run_1/flops_by_reg.png
Other sequential cells in the stronger grey, the rest of the logic in the fainter grey.
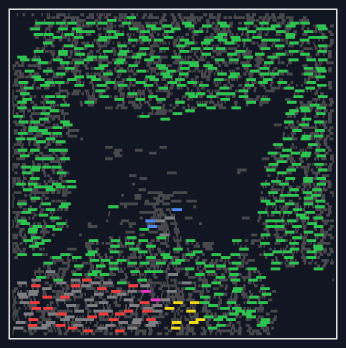
run_1/clocks.png
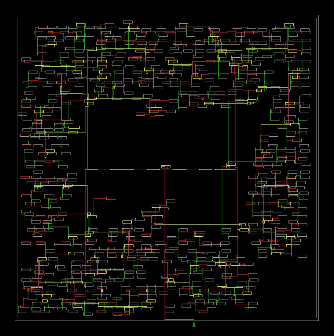
run_1/detail.png
Window x 54 to 104, y 212 to 262 µm. Cells in grey, sequential cells in the stronger grey; small squares are vias.
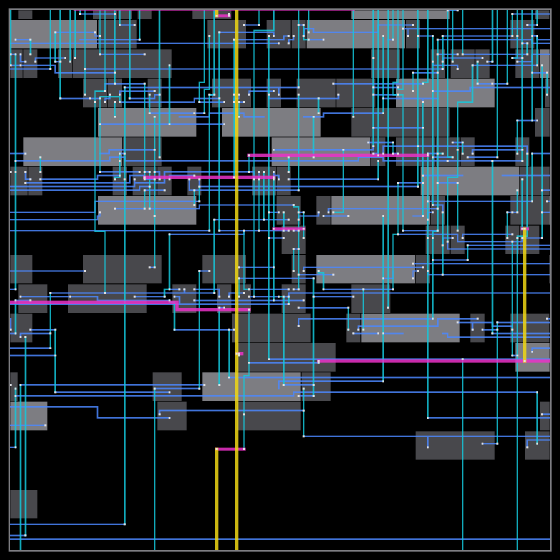
`src/rtl/line_fill_req_if.sv`:
```
// line_fill_req_if -- signal bundle for the line fill request agent.
//
// Groups the cache-side request/response handshakes, the broadcast bus
// inputs, the agent's bus drive outputs and the debug observation signals.
//
//   req_*      : cache -> agent miss request (valid/ready)
//   resp_*     : agent -> cache filled line (valid/ready)
//   bus_*      : broadcast slotted system bus, seen by every agent
//   lfr_bus_*  : what this agent drives onto the bus
//   bus_lfr_grant : arbiter grant for the next frame
//   dbg_*      : FSM state and cumulative retry count
//
// Handshake rule for req and resp: a transfer happens on a rising clk edge
// where valid and ready are both 1; once valid rises it stays high and its
// payload stays stable until that edge.
//
// Modports:
//   master : the agent itself (line_fill_req)
//   slave  : the environment (cache + bus fabric)
`timescale 1ns/1ps
interface line_fill_req_if;
  logic         req_valid;
  logic         req_ready;
  logic         req_excl;
  logic [25:0]  req_addr;

  logic         resp_valid;
  logic         resp_ready;
  logic [25:0]  resp_addr;
  logic [511:0] resp_data;

  logic         bus_valid;
  logic         bus_nack;
  logic         bus_hit;
  logic [2:0]   bus_cmd;
  logic [4:0]   bus_tag;
  logic [29:0]  bus_addr;
  logic [63:0]  bus_data;

  logic         lfr_bus_req;
  logic [2:0]   lfr_bus_cmd;
  logic [4:0]   lfr_bus_tag;
  logic [29:0]  lfr_bus_addr;
  logic [63:0]  lfr_bus_data;
  logic         lfr_bus_nack;
  logic         bus_lfr_grant;

  logic [2:0]   dbg_state;
  logic [7:0]   dbg_retry_cnt;

  modport master (
    input  req_valid, req_excl, req_addr, resp_ready,
           bus_valid, bus_nack, bus_hit, bus_cmd, bus_tag, bus_addr, bus_data,
           bus_lfr_grant,
    output req_ready, resp_valid, resp_addr, resp_data,
           lfr_bus_req, lfr_bus_cmd, lfr_bus_tag, lfr_bus_addr, lfr_bus_data,
           lfr_bus_nack, dbg_state, dbg_retry_cnt
  );

  modport slave (
    output req_valid, req_excl, req_addr, resp_ready,
           bus_valid, bus_nack, bus_hit, bus_cmd, bus_tag, bus_addr, bus_data,
           bus_lfr_grant,
    input  req_ready, resp_valid, resp_addr, resp_data,
           lfr_bus_req, lfr_bus_cmd, lfr_bus_tag, lfr_bus_addr, lfr_bus_data,
           lfr_bus_nack, dbg_state, dbg_retry_cnt
  );
endinterface

```
`src/rtl/line_fill_req.sv`:
```
// line_fill_req -- bus-master miss agent.
//
// Takes one line-miss request from the cache, issues BUSRD/BUSRDX on the
// 8-cycle slotted bus, retries on nack, gathers the 8 FILL beats that carry
// AGENT_TAG into a 64-byte line and returns the line to the cache.
//
// Ports:
//   clk   : clock
//   rst_n : asynchronous active-low reset
//   lf    : line_fill_req_if.master (request, response, bus, debug)
//
// Parameters:
//   AGENT_TAG : tag placed on commands and matched on fills
//   TIMEOUT   : WAIT cycles allowed before the first fill beat
//
// Optional feature macro FILL_TIMEOUT_EN: when defined, a WAIT that sees no
// beat within TIMEOUT cycles re-arbitrates and reissues the same command.
// When undefined, WAIT is unbounded and the timeout counter does not exist.
//
// FSM: IDLE -> ARB -> CMD -> (nack: ARB | ok: WAIT) -> DONE -> IDLE
`timescale 1ns/1ps
module line_fill_req #(
  parameter logic [4:0] AGENT_TAG = 5'd1,
  parameter int         TIMEOUT   = 256
) (
  input  logic            clk,
  input  logic            rst_n,
  line_fill_req_if.master lf
);

  // Bus command encodings shared with every other agent on the bus.
  localparam logic [2:0] CMD_BUSRD  = 3'd1;
  localparam logic [2:0] CMD_BUSRDX = 3'd2;
  localparam logic [2:0] CMD_FILL   = 3'd4;

  typedef enum logic [2:0] {
    S_IDLE = 3'd0,
    S_ARB  = 3'd1,
    S_CMD  = 3'd2,
    S_WAIT = 3'd3,
    S_DONE = 3'd4
  } state_t;

  state_t          state_q, state_d;
  logic [2:0]      bus_cycle_q;
  logic [25:0]     addr_q, addr_d;
  logic            excl_q, excl_d;
  logic            breq_q, breq_d;
  logic [2:0]      bcmd_q, bcmd_d;
  logic [4:0]      btag_q, btag_d;
  logic [29:0]     baddr_q, baddr_d;
  logic            resp_valid_q, resp_valid_d;
  logic [25:0]     resp_addr_q, resp_addr_d;
  logic [7:0][63:0] line_q;
  logic [2:0]      beat_q, beat_d;
  logic            beat_we;
  logic [7:0]      retry_q, retry_d;
  logic [7:0]      retry_inc;
  logic            beat_hit;

`ifdef FILL_TIMEOUT_EN
  localparam logic [15:0] TO_LAST = 16'(TIMEOUT - 1);
  logic [15:0]     to_q, to_d;
`endif

  // A fill beat counts only in the frame slot matching the next expected
  // beat, so a fill stream that starts mid-frame is skipped until it lines up.
  assign beat_hit = lf.bus_valid && (lf.bus_cmd == CMD_FILL) &&
                    (lf.bus_tag == AGENT_TAG) && (bus_cycle_q == beat_q);

  assign retry_inc = (retry_q == 8'hFF) ? retry_q : retry_q + 8'd1;

  // State register.
  always_ff @(posedge clk or negedge rst_n) begin
    if (!rst_n) state_q <= S_IDLE;
    else        state_q <= state_d;
  end

  // Next-state and next-register values.
  always_comb begin
    state_d      = state_q;
    addr_d       = addr_q;
    excl_d       = excl_q;
    breq_d       = breq_q;
    bcmd_d       = bcmd_q;
    btag_d       = btag_q;
    baddr_d      = baddr_q;
    resp_valid_d = resp_valid_q;
    resp_addr_d  = resp_addr_q;
    beat_d       = beat_q;
    beat_we      = 1'b0;
    retry_d      = retry_q;
`ifdef FILL_TIMEOUT_EN
    to_d         = to_q;
`endif
    case (state_q)
      S_IDLE: begin
        if (lf.req_valid) begin
          addr_d  = lf.req_addr;
          excl_d  = lf.req_excl;
          state_d = S_ARB;
        end
      end
      S_ARB: begin
        // Request is raised at frame start; the arbiter answers at cycle 7
        // for the following frame.
        if (bus_cycle_q == 3'd0) begin
          breq_d = 1'b1;
          bcmd_d = excl_q ? CMD_BUSRDX : CMD_BUSRD;
        end
        if ((bus_cycle_q == 3'd7) && breq_q && lf.bus_lfr_grant) begin
          btag_d  = AGENT_TAG;
          baddr_d = {addr_q, 4'b0000};
          breq_d  = 1'b0;
          state_d = S_CMD;
        end
      end
      S_CMD: begin
        // Command is on the bus for this single cycle only.
        bcmd_d  = 3'd0;
        btag_d  = 5'd0;
        baddr_d = 30'd0;
        if (lf.bus_nack) begin
          retry_d = retry_inc;
          state_d = S_ARB;
        end else begin
          state_d = S_WAIT;
`ifdef FILL_TIMEOUT_EN
          to_d    = 16'd0;
`endif
        end
      end
      S_WAIT: begin
`ifdef FILL_TIMEOUT_EN
        to_d = to_q + 16'd1;
`endif
        if (beat_hit) begin
          beat_we = 1'b1;
          if (beat_q == 3'd7) begin
            beat_d       = 3'd0;
            resp_valid_d = 1'b1;
            resp_addr_d  = addr_q;
            state_d      = S_DONE;
          end else begin
            beat_d = beat_q + 3'd1;
          end
        end
`ifdef FILL_TIMEOUT_EN
        // Timeout only while nothing has arrived; a started fill is trusted
        // to finish.
        else if ((beat_q == 3'd0) && (to_q == TO_LAST)) begin
          retry_d = retry_inc;
          to_d    = 16'd0;
          state_d = S_ARB;
        end
`endif
      end
      S_DONE: begin
        if (lf.resp_ready) begin
          resp_valid_d = 1'b0;
          state_d      = S_IDLE;
        end
      end
      default: state_d = S_IDLE;
    endcase
  end

  // Datapath registers.
  always_ff @(posedge clk or negedge rst_n) begin
    if (!rst_n) begin
      bus_cycle_q  <= 3'd0;
      addr_q       <= 26'd0;
      excl_q       <= 1'b0;
      breq_q       <= 1'b0;
      bcmd_q       <= 3'd0;
      btag_q       <= 5'd0;
      baddr_q      <= 30'd0;
      resp_valid_q <= 1'b0;
      resp_addr_q  <= 26'd0;
      line_q       <= '0;
      beat_q       <= 3'd0;
      retry_q      <= 8'd0;
`ifdef FILL_TIMEOUT_EN
      to_q         <= 16'd0;
`endif
    end else begin
      bus_cycle_q  <= bus_cycle_q + 3'd1;
      addr_q       <= addr_d;
      excl_q       <= excl_d;
      breq_q       <= breq_d;
      bcmd_q       <= bcmd_d;
      btag_q       <= btag_d;
      baddr_q      <= baddr_d;
      resp_valid_q <= resp_valid_d;
      resp_addr_q  <= resp_addr_d;
      beat_q       <= beat_d;
      retry_q      <= retry_d;
`ifdef FILL_TIMEOUT_EN
      to_q         <= to_d;
`endif
      if (beat_we) line_q[beat_q] <= lf.bus_data;
    end
  end

  assign lf.req_ready     = (state_q == S_IDLE);
  assign lf.resp_valid    = resp_valid_q;
  assign lf.resp_addr     = resp_addr_q;
  assign lf.resp_data     = line_q;
  assign lf.lfr_bus_req   = breq_q;
  assign lf.lfr_bus_cmd   = bcmd_q;
  assign lf.lfr_bus_tag   = btag_q;
  assign lf.lfr_bus_addr  = baddr_q;
  assign lf.lfr_bus_data  = 64'd0;
  assign lf.lfr_bus_nack  = 1'b0;
  assign lf.dbg_state     = state_q;
  assign lf.dbg_retry_cnt = retry_q;

endmodule

```
`src/flat_wrapper.sv`:
```
// flat-port wrapper written by rule: the top's interface ports become plain ports
module line_fill_req_flat 
#(
  parameter logic [4:0] AGENT_TAG = 5'd1,
  parameter int         TIMEOUT   = 256
)
  (clk, rst_n, lf_req_valid, lf_req_excl, lf_req_addr, lf_resp_ready, lf_bus_valid, lf_bus_nack, lf_bus_hit, lf_bus_cmd, lf_bus_tag, lf_bus_addr, lf_bus_data, lf_bus_lfr_grant, lf_req_ready, lf_resp_valid, lf_resp_addr, lf_resp_data, lf_lfr_bus_req, lf_lfr_bus_cmd, lf_lfr_bus_tag, lf_lfr_bus_addr, lf_lfr_bus_data, lf_lfr_bus_nack, lf_dbg_state, lf_dbg_retry_cnt);
  line_fill_req_if lf_i ();
  input  logic clk;
  input  logic rst_n;
  input wire logic [$bits(lf_i.req_valid)-1:0] lf_req_valid;
  input wire logic [$bits(lf_i.req_excl)-1:0] lf_req_excl;
  input wire logic [$bits(lf_i.req_addr)-1:0] lf_req_addr;
  input wire logic [$bits(lf_i.resp_ready)-1:0] lf_resp_ready;
  input wire logic [$bits(lf_i.bus_valid)-1:0] lf_bus_valid;
  input wire logic [$bits(lf_i.bus_nack)-1:0] lf_bus_nack;
  input wire logic [$bits(lf_i.bus_hit)-1:0] lf_bus_hit;
  input wire logic [$bits(lf_i.bus_cmd)-1:0] lf_bus_cmd;
  input wire logic [$bits(lf_i.bus_tag)-1:0] lf_bus_tag;
  input wire logic [$bits(lf_i.bus_addr)-1:0] lf_bus_addr;
  input wire logic [$bits(lf_i.bus_data)-1:0] lf_bus_data;
  input wire logic [$bits(lf_i.bus_lfr_grant)-1:0] lf_bus_lfr_grant;
  output wire logic [$bits(lf_i.req_ready)-1:0] lf_req_ready;
  output wire logic [$bits(lf_i.resp_valid)-1:0] lf_resp_valid;
  output wire logic [$bits(lf_i.resp_addr)-1:0] lf_resp_addr;
  output wire logic [$bits(lf_i.resp_data)-1:0] lf_resp_data;
  output wire logic [$bits(lf_i.lfr_bus_req)-1:0] lf_lfr_bus_req;
  output wire logic [$bits(lf_i.lfr_bus_cmd)-1:0] lf_lfr_bus_cmd;
  output wire logic [$bits(lf_i.lfr_bus_tag)-1:0] lf_lfr_bus_tag;
  output wire logic [$bits(lf_i.lfr_bus_addr)-1:0] lf_lfr_bus_addr;
  output wire logic [$bits(lf_i.lfr_bus_data)-1:0] lf_lfr_bus_data;
  output wire logic [$bits(lf_i.lfr_bus_nack)-1:0] lf_lfr_bus_nack;
  output wire logic [$bits(lf_i.dbg_state)-1:0] lf_dbg_state;
  output wire logic [$bits(lf_i.dbg_retry_cnt)-1:0] lf_dbg_retry_cnt;
  assign lf_i.req_valid = lf_req_valid;
  assign lf_i.req_excl = lf_req_excl;
  assign lf_i.req_addr = lf_req_addr;
  assign lf_i.resp_ready = lf_resp_ready;
  assign lf_i.bus_valid = lf_bus_valid;
  assign lf_i.bus_nack = lf_bus_nack;
  assign lf_i.bus_hit = lf_bus_hit;
  assign lf_i.bus_cmd = lf_bus_cmd;
  assign lf_i.bus_tag = lf_bus_tag;
  assign lf_i.bus_addr = lf_bus_addr;
  assign lf_i.bus_data = lf_bus_data;
  assign lf_i.bus_lfr_grant = lf_bus_lfr_grant;
  assign lf_req_ready = lf_i.req_ready;
  assign lf_resp_valid = lf_i.resp_valid;
  assign lf_resp_addr = lf_i.resp_addr;
  assign lf_resp_data = lf_i.resp_data;
  assign lf_lfr_bus_req = lf_i.lfr_bus_req;
  assign lf_lfr_bus_cmd = lf_i.lfr_bus_cmd;
  assign lf_lfr_bus_tag = lf_i.lfr_bus_tag;
  assign lf_lfr_bus_addr = lf_i.lfr_bus_addr;
  assign lf_lfr_bus_data = lf_i.lfr_bus_data;
  assign lf_lfr_bus_nack = lf_i.lfr_bus_nack;
  assign lf_dbg_state = lf_i.dbg_state;
  assign lf_dbg_retry_cnt = lf_i.dbg_retry_cnt;
  line_fill_req #(.AGENT_TAG(AGENT_TAG), .TIMEOUT(TIMEOUT)) u_core (.clk(clk), .rst_n(rst_n), .lf(lf_i));
endmodule
```
`config.mk`:
```
export PLATFORM = sky130hd
export DESIGN_NAME = line_fill_req_flat
export DESIGN_NICKNAME = d
export VERILOG_FILES = /design/src/rtl/line_fill_req_if.sv /design/src/rtl/line_fill_req.sv /design/src/flat_wrapper.sv
export SDC_FILE = /design/constraint.sdc
export NUM_CORES = 1
export LEC_CHECK = 0
export ABC_AREA = 1
export CAP_MARGIN = 20
export CELL_PAD_IN_SITES_DETAIL_PLACEMENT = 0
export CELL_PAD_IN_SITES_GLOBAL_PLACEMENT = 1
export CORE_AREA = 2 2 312 314
export DETAILED_ROUTE_END_ITERATION = 10
export DIE_AREA = 0 0 314 316
export HOLD_SLACK_MARGIN = 0.05
export PLACE_DENSITY = 0.67
export SYNTH_ARGS = -nofsm -noshare
export SYNTH_HDL_FRONTEND = slang
export SYNTH_SLANG_ARGS = --single-unit
export TNS_END_PERCENT = 20
```
`constraint.sdc`:
```
create_clock -name clk -period 2.14 [get_ports clk]
set_input_delay 0.428 -clock clk [delete_from_list [all_inputs] [get_ports clk]]
set_output_delay 0.428 -clock clk [all_outputs]
set_load 0.005 [all_outputs]
```
==> impl_metrics.toml, run 1 <==
# synthesis and place-and-route metrics
[yosys]
xor_share_pct = 0.200
synthMuxAreaShare_pct = 0
synthTopCellsByArea = "dfrtp_1 (58%), nand2_1 (16%), nand4_1 (12%)"
post_synthesis_cell_area_mm2 = 0.0263
synth-compound-area-share_pct = 1.68
yosys.area.top_type = "dfrtp_1"
ys.flop_type = "dfrtp_1"
postSynthSeqShare_pct = 58.3
synthSimpleGateAreaFrac_pct = 30.0
async_reset_ff_share_pct = 100
ys.warnings.count = 0
synth_top_area_share_pct = 58.3
yosys.area_share.adder_pct = 0.285
yosys.cell_types.count = 29

[layout]
fin_util_pct = 38.8
layout.area.comb_mm2 = 0.00888
fin_cells = 4809
comb-cell-share_pct = 23.8
nFillCells = 9658
inverters = 50
layout_top_cells = "nand2_1 (1112), clkdlybuf4s50_1 (683), dfrtp_1 (611), nand4_1 (514), buf_4 (91)"
top_area_cell_class = "registers"
sequential_cell_area_mm2 = 0.0153
post_route_cells_drive_above_1_share_pct = 8.32
synthToLayoutAreaGrowth_pct = 41.6

[detailed_routing]
route.met3.wl_um = 6560
drt_wl_total_um = 110000
vias_per_cell = 4.82
num_vias = 23186
dr.max_layer_used = "met4"

[die]
die-area_mm2 = 0.0992
ios = 792
row_count = 114
tapcell.inserted = 1276

[clocking]
post-cts-setup-buffer-count = 0
cts_buffers = 73
clock_tree.htree_level_count = 3
clkSlewWorstSetupHoldPaths_ns = 0.06

[placed_design]
placedInstanceArea_mm2 = 0.0348
place_worst_setup_slack_ns = -0.291
dp.final_hpwl_um = 74900

[critical_path]
worst_path_arrival_ns = 1.63
critical_path.endpoint_type = "primary output"
critical_path.max_stage_delay_ns = 0.58
r2r.worst_path.cells = 7
path_buffers = 1
crit_cells = 1
timing.rr.end = "u_core.lf.resp_data[424]"
crit_chain = "clkdlybuf4s50_1"
cpMaxStageDelayCell = "clkdlybuf4s50_1"

[power]
max-vdd-ir-drop_mv = 0.506
switch_share_pct = 27.8
clockPowerShare_pct = 44.1
cellPowerDensity_mw_per_mm2 = 789
pwr-share-comb_pct = 14.0
power.combinational.total_mw = 4.10

[global_route]
number_of_global_route_vias_before_repair = 22559
busiest_layer = "met2"
groute.layer.met1.usage_pct = 27.7
gr-usage-met2_pct = 35.7

[final_timing]
layout_worst_path_cycle_share_pct = 96.2
setup_repair_after_global_routing_missed_its_margin = "no"
timing_worst_slew_pin_value_ns = 0.639
hold_slack_ns = 0.284
timing.final.max_slew_violations = 0

[hold_path]
holdCritPathClass = "in -> async"

[status]
outcome = "finished, final reports clean"
Notes on flops_by_reg.png above:
u_core.lf.lfr_bus_addr: marked red, placed flops 26, where bottom left. u_core.lf.resp_data: marked green, placed flops 512, where spread over the die. u_core.beat_q: marked blue, placed flops 3. u_core.lf.lfr_bus_cmd: marked magenta, placed flops 2. u_core.lf.dbg_retry_cnt: marked yellow, placed flops 8, where bottom middle.
Another 62 sequential cells are not coloured.

Notes on clocks.png above:
number of sinks on the clock net: 613
clock tree buffer count of the final layout: 98

Notes on detail.png above:
metal 3: marked magenta. metal 1: marked blue. metal 4: marked yellow. metal 2: marked cyan.
84 logic cells have their middle in the window. Most frequent: nand2_1 (29), nand4_1 (17), dfrtp_1 (13). Netlist names of flops here include u_core.lf.resp_data (13). Sequential cells in the window: 13.

-- run 1: state kept, by name, indices dropped and copies added, names as in the netlist --
| register | count |
|---|---|
| u_core.addr_q | 26 |
| u_core.lf.lfr_bus_cmd | 2 |
| u_core.lf.dbg_state | 3 |
| u_core.lf.dbg_retry_cnt | 8 |
| u_core.lf.resp_addr | 26 |
| u_core.lf.lfr_bus_req | 1 |
| u_core.bus_cycle_q | 3 |
| u_core.lf.resp_data | 512 |
| u_core.lf.lfr_bus_tag | 1 |
| u_core.beat_q | 3 |
| u_core.lf.resp_valid | 1 |
| u_core.lf.lfr_bus_addr | 26 |
| u_core.excl_q | 1 |
run_1/logic_types.png
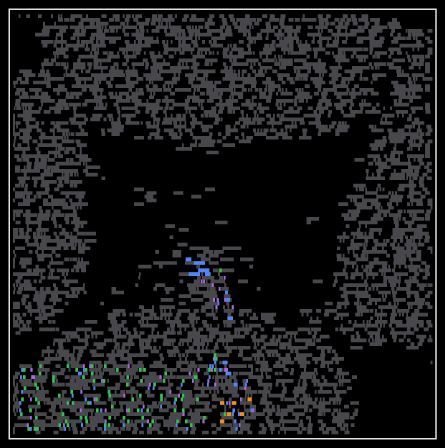

==> run 2: changes to the inputs <==
CORE_AREA = 4 4 305 307   (was 2 2 312 314)
DIE_AREA = 0 0 309 311   (was 0 0 314 316)
PLACE_DENSITY = 0.71   (was 0.67)
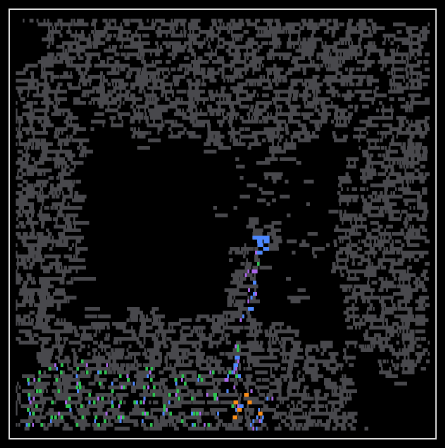
run_2/logic_types.png
xor and xnor cells: marked orange, cells 6, where bottom middle. aoi and oai cells: marked green, cells 86. inv cells: marked purple, cells 50. nor cells: marked blue, cells 59.

==> run 2 against run 1 <==
Cell area shrank 0.47%; synthesized area unchanged; power shrank 0.30%; final cell count fell by 2.0%; largest power group unchanged.
==> impl_metrics.toml, run 2 <==
# synthesis and place-and-route metrics
[yosys]
postSynthSeqShare_pct = 58.3
post_synthesis_cell_area_mm2 = 0.0263
synth_top_area_share_pct = 58.3
async_reset_ff_share_pct = 100
ys.flop_type = "dfrtp_1"
yosys.cell_types.count = 29
yosys.area.top_type = "dfrtp_1"
synthTopCellsByArea = "dfrtp_1 (58%), nand2_1 (16%), nand4_1 (12%)"
syn_area_per_cell_um2 = 9.18
ys.warnings.count = 0

[placed_design]
dp.final_hpwl_um = 74200
placedInstanceArea_mm2 = 0.0346
place_worst_setup_slack_ns = -0.258

[detailed_routing]
vias_per_cell = 4.94
route.met3.wl_um = 7390
firstDrtPassIters = 7
num_vias = 23306
dr.max_layer_used = "met4"
wl_per_cell_um = 22.9

[global_route]
gr-usage-met2_pct = 36.1
groute.layer.met1.usage_pct = 28.4
globalRoute.totalOverflow = 0
busiest_layer = "met2"
number_of_global_route_vias_before_repair = 22790

[die]
ios = 792
die-area_mm2 = 0.0961
row_count = 110
tapcell.inserted = 1176

[run]
cap_viol_max_count = 0

[layout]
nFillCells = 8899
post_route_cells_drive_above_1_share_pct = 8.31
top_area_cell_class = "registers"
layout_top_cells = "nand2_1 (1112), clkdlybuf4s50_1 (683), dfrtp_1 (612), nand4_1 (514), buf_4 (95)"
comb-cell-share_pct = 23.9
synthToLayoutAreaGrowth_pct = 40.9
fin_util_pct = 41.2
largest_register_ffs = 512
sequential_cell_area_mm2 = 0.0153
clkbuf_count = 106
fin_cells = 4714
layout.area.comb_mm2 = 0.00887

[critical_path]
path_buffers = 2
worstSetupStartpoint = "u_core.lf.dbg_state[2]"
critical_path.max_stage_delay_ns = 0.44
critical_path.endpoint_type = "primary output"
critical_path.startpoint_type = "register"
r2r.worst_path.cells = 8
cpMaxStageDelayCell = "dfrtp_2"
worst_path_arrival_ns = 1.63
crit_chain = "nor2_2 -> nand2_1 -> inv_1 -> dlygate4sd2_1"
timing.rr.end = "u_core.lf.resp_data[67]"

[power]
clockPowerShare_pct = 44.7
pwr-share-comb_pct = 13.2
cellPowerDensity_mw_per_mm2 = 790
power.combinational.total_mw = 3.87
switch_share_pct = 27.6

[final_timing]
layout_worst_path_cycle_share_pct = 96.0
timing.final.max_slew_violations = 0
timing_worst_slew_pin_value_ns = 0.663
hold_slack_ns = 0.363

[clocking]
cts_max_path_buffers = 3
post-cts-setup-buffer-count = 1
clock_tree.htree_level_count = 3
clkSlewWorstSetupHoldPaths_ns = 0.06
cts.sinks = 613

[hold_path]
holdCritPathClass = "in -> async"

[status]
outcome = "finished, final reports clean"
-- run 2: cell types whose count changed in the layout (fill, tap and decap cells not counted), sizes merged --
cell / delta
buf: -3
dlygate4sd2: +1
clkinvlp: -1
clkinv: +2
diode: -1
clkdlybuf4s15: -1
clkbuf: +8
-- run 2: worst reg2reg max path: cells and delay by family, from the launching register on --
family	cells	cell delay [ns]
simple gates	3	0.60
buf+inv	5	0.92
flops	1	0.38
-- run 2: kinds of logic after synthesis --
| family | share of synthesized area (%) |
|---|---|
| buf+inv | 9.57 |
| compound gates | 1.68 |
| fa+ha+maj | 0.285 |
| other cells | 0.0142 |
| xor+xnor | 0.200 |
| simple gates | 30.0 |
| flops | 58.3 |
No activity file was given, so power comes from the tool's default toggle rates.
